### config.mk
export PLATFORM = sky130hd
export DESIGN_NAME = ddr_clk_sequencer
export DESIGN_NICKNAME = d
export VERILOG_FILES = /design/src/rtl/ddr_clk_sequencer.sv
export SDC_FILE = /design/constraint.sdc
export NUM_CORES = 1
export LEC_CHECK = 0
export ABC_AREA = 1
export CORE_MARGIN = 4
export CORE_UTILIZATION = 50
export DETAILED_ROUTE_END_ITERATION = 10
export PLACE_DENSITY_LB_ADDON = 0.25
export SLEW_MARGIN = 20
export SYNTH_ARGS = -nofsm -noshare
export SYNTH_HDL_FRONTEND = slang
export SYNTH_SLANG_ARGS = --single-unit
### constraint.sdc
create_clock -name clkin -period 2.1 [get_ports clkin]
set_input_delay 0.42 -clock clkin [delete_from_list [all_inputs] [get_ports clkin]]
set_output_delay 0.42 -clock clkin [all_outputs]
set_load 0.02 [all_outputs]
### src/rtl/ddr_clk_sequencer.sv
// Drives the two DDR half-bits of an SB_IO output register to synthesise a divide-by-N
// clock (half-cycle resolution). Divisor changes, stop and restart all land on phase 0.
module ddr_clk_sequencer #(
  parameter int DIV_W       = 5,
  parameter int DEFAULT_DIV = 7
) (
  input  logic             clkin,
  input  logic             reset,
  input  logic             enable,
  input  logic             sync_in,
  input  logic [DIV_W-1:0] cfg_div,
  input  logic             cfg_valid,
  output logic             cfg_ready,
  output logic             cfg_err,
  output logic             dout0,
  output logic             dout1,
  output logic             period_start,
  output logic [DIV_W-1:0] cur_div,
  output logic             running,
  output logic             state_dbg
);

  // Config handshake: a divisor transfers on any edge where cfg_valid && cfg_ready.
  // cfg_ready is low while a divisor is pending; the pending value is applied only on
  // an edge that moves the phase to 0, so the output never sees a short or long period.

  typedef enum logic {
    IDLE = 1'b0,
    RUN  = 1'b1
  } state_t;

  state_t           state_q, state_d;
  logic [DIV_W-1:0] phase_q, phase_d;
  logic [DIV_W-1:0] cur_div_q, cur_div_d;
  logic [DIV_W-1:0] pend_div_q, pend_div_d;
  logic             pend_valid_q, pend_valid_d;
  logic             apply_pend;
  logic             last_phase;
  logic             cfg_xfer;
  logic             cfg_bad;
  logic [DIV_W-1:0] half_div;
  logic             div_odd;

  assign last_phase = (phase_q == (cur_div_q - DIV_W'(1)));
  assign cfg_xfer   = cfg_valid && !pend_valid_q;
  assign cfg_bad    = cfg_xfer && (cfg_div < DIV_W'(2));
  assign cfg_ready  = !pend_valid_q;
  assign state_dbg  = (state_q == RUN);
  assign half_div   = cur_div_q >> 1;
  assign div_odd    = cur_div_q[0];

  always_comb begin
    state_d    = state_q;
    phase_d    = phase_q;
    apply_pend = 1'b0;
    case (state_q)
      IDLE: begin
        phase_d    = '0;
        apply_pend = 1'b1;
        if (enable) state_d = RUN;
      end
      RUN: begin
        if (sync_in) begin
          phase_d    = '0;
          apply_pend = 1'b1;
          state_d    = enable ? RUN : IDLE;
        end else if (last_phase) begin
          phase_d    = '0;
          apply_pend = 1'b1;
          if (!enable) state_d = IDLE;
        end else begin
          phase_d = phase_q + DIV_W'(1);
        end
      end
    endcase
  end

  // A transfer can only happen with nothing pending, so it never races the apply.
  always_comb begin
    cur_div_d    = cur_div_q;
    pend_div_d   = pend_div_q;
    pend_valid_d = pend_valid_q;
    if (apply_pend && pend_valid_q) begin
      cur_div_d    = pend_div_q;
      pend_valid_d = 1'b0;
    end
    if (cfg_xfer && !cfg_bad) begin
      pend_div_d   = cfg_div;
      pend_valid_d = 1'b1;
    end
  end

  always_ff @(posedge clkin) begin
    if (reset) begin
      state_q      <= IDLE;
      phase_q      <= '0;
      cur_div_q    <= DIV_W'(DEFAULT_DIV);
      pend_div_q   <= DIV_W'(DEFAULT_DIV);
      pend_valid_q <= 1'b0;
    end else begin
      state_q      <= state_d;
      phase_q      <= phase_d;
      cur_div_q    <= cur_div_d;
      pend_div_q   <= pend_div_d;
      pend_valid_q <= pend_valid_d;
    end
  end

  // Output stage: phase and divisor of the same period are registered together, so
  // dout0/dout1/period_start/cur_div/running always describe one phase value.
  always_ff @(posedge clkin) begin
    if (reset) begin
      dout0        <= 1'b0;
      dout1        <= 1'b0;
      period_start <= 1'b0;
      running      <= 1'b0;
      cfg_err      <= 1'b0;
      cur_div      <= DIV_W'(DEFAULT_DIV);
    end else begin
      cfg_err <= cfg_bad;
      cur_div <= cur_div_q;
      if (state_q == RUN) begin
        dout1        <= (phase_q < half_div);
        dout0        <= (phase_q < half_div) || ((phase_q == half_div) && div_odd);
        period_start <= (phase_q == '0);
        running      <= 1'b1;
      end else begin
        dout0        <= 1'b0;
        dout1        <= 1'b0;
        period_start <= 1'b0;
        running      <= 1'b0;
      end
    end
  end

endmodule

### Local utilization

The die is cut into 11 by 11 equal tiles; white is low, dark blue is high, 0 to 100% covered.
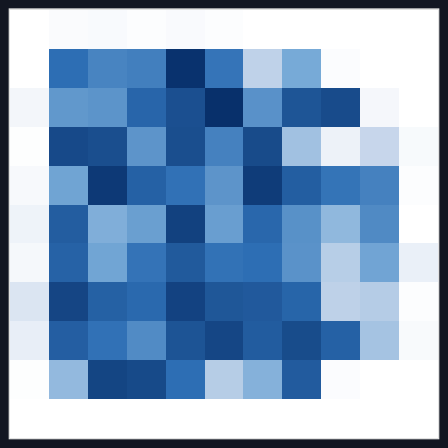
emptiest ninth of the die: upper right
nearly empty tiles: 26%
fullest tile: 100%
final core occ: 65.0%
fp_density: 53.1%
Core Area: 0.00223 sq mm

### Wiring by layer

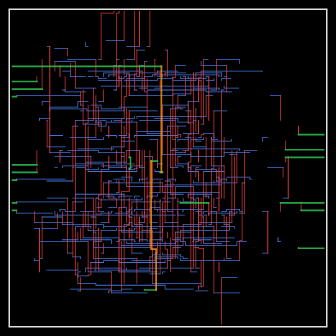
legend:
  metal 4:
    color: orange
    wire_length: 43.1 um
  metal 3:
    color: green
    wire_length: 93.4 um
  metal 1:
    color: blue
    wire_length: 1170 um
  metal 2:
    color: red
    wire_length: 1140 um
GRT Util Overall: 15.6%
drt total wl: 2450 um
drt wl/cell: 11.5 um

### The metal 2 layer

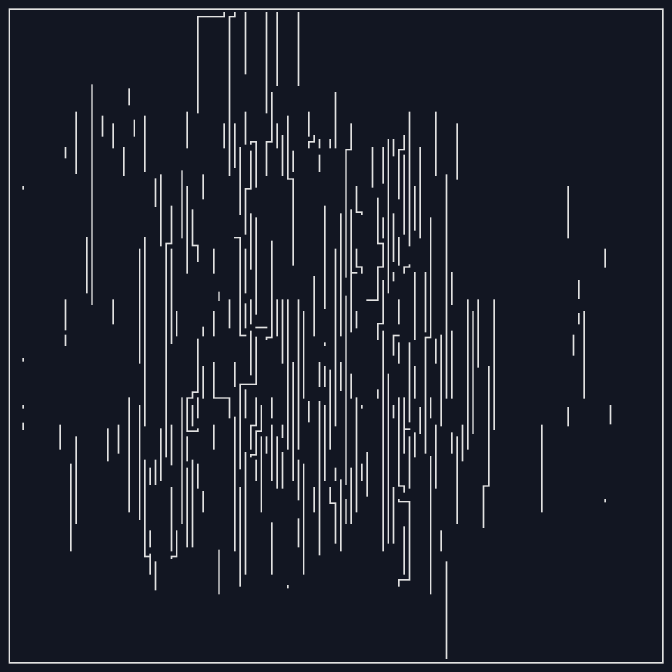
nets with wire on the layer: 159
main direction: vertical
wire length on this layer: 1140 um
longest straight run: 19.4 um
vias post-DR: 1059
met2 Usage GRT: 25.6%

==> metrics.cfg <==
[logic_synthesis]
area_leaders = dfxtp_1, nand2_1, nand3_1
ys_chip_area_sq_mm = 0.00118
avgSynthCellArea_sq_um = 7.36
edf_count = 0
yosysMostFrequentCell = nand2_1
top_area_share_pct = 45.6
ys_sh_aoi_pct = 3.17
synth_cells = 161
yosys.area_share.simple_pct = 34.2
top_cells_by_count = nand2_1, dfxtp_1, nor2_1
ys_types = 20
fp_nets = 178
synth_flops = 27
ff_type = dfxtp_1
ys_cells = 161
logic_family = simple AND/OR/NAND/NOR gates
mux_share_pct = 0
syn-cell-area_sq_mm = 0.00118

[cells_and_area]
sh_comb_area_pct = 38.4
clock_area_share_pct = 2.07
seq_share_pct = 37.2
comb_area_sq_um = 557
drive_gt1_share_pct = 8.70
nNonClkBuffers = 21
design_area_sq_mm = 0.00145
final_cell_mix = nand2_1, dfxtp_1, nor2_1, clkdlybuf4s50_1, nand3_1
flops = 27
layout.nonclk_buf_share_pct = 14.5
regArea_sq_um = 541
nNonClkInverters = 21
fin_nets = 202

[global_route]
antenna_found_initial = 0
top_usage_layer = met2
grt_pass1_wl_um = 4000
grt_overflow_total = 0
use_met3_pct = 2.30

[cts]
ctsHoldBuffers = 0
clock.latency.late_pin_ns = 0.33
cts_max_level = 1
cts_root_buf = clkbuf_4
cts_buffer_depth = 2
ctsResizeCount = 0

[placement]
dp_hpwl_um = 1900
place_congestion = 0.831
place_area_sq_mm = 0.00142
port_buffers = 21

[route]
firstDrtPassIters = 4
top_layer = met4
drt-met1-wl_um = 1170
route.detailed.vias_per_inst = 5.00
wl_met3_um = 93
drcViolationCount = 0

[outcome]
status = finished, final reports clean

[power_and_ir_drop]
p_seq_mw = 0.559
switching_power_mw = 0.267
p_comb_mw = 0.159
p_seq_share_pct = 58.9
p_leak_nw = 0.650
powerDensity_mw_per_mm2 = 654
p_sw_share_pct = 28.2

[critical_path]
worstPathCellList = inv_2 -> clkdlybuf4s50_1
crit_end = cfg_ready
slowest_stage = clkdlybuf4s50_1
worstPathRequired_ns = 1.68
timing.rr.start = cur_div_q[0]$_SDFFE_PP1P_
cp_num_cells = 2
end_kind = output port
critPathMaxFanout = 9
cpPeakStageDelay_ns = 0.55

[worst_hold_path]
min_to = pend_div_q[2]$_SDFFE_PP1P_
hold_start = pend_div_q[2]$_SDFFE_PP1P_
hold_class = reg -> reg

[final_timing]
max_freq_ghz = 0.522
fin_ws_ns = 0.183
finalClockPeriodUsage_pct = 91.3
slew_headroom_pct = 77.4
tns_ns = 0

[floorplanning]
die_w_um = 56.7
die_area_sq_mm = 0.00321
nWellTaps = 28
fp-row-count = 17
die_h_um = 56.7

[job]
drv_cap = 0

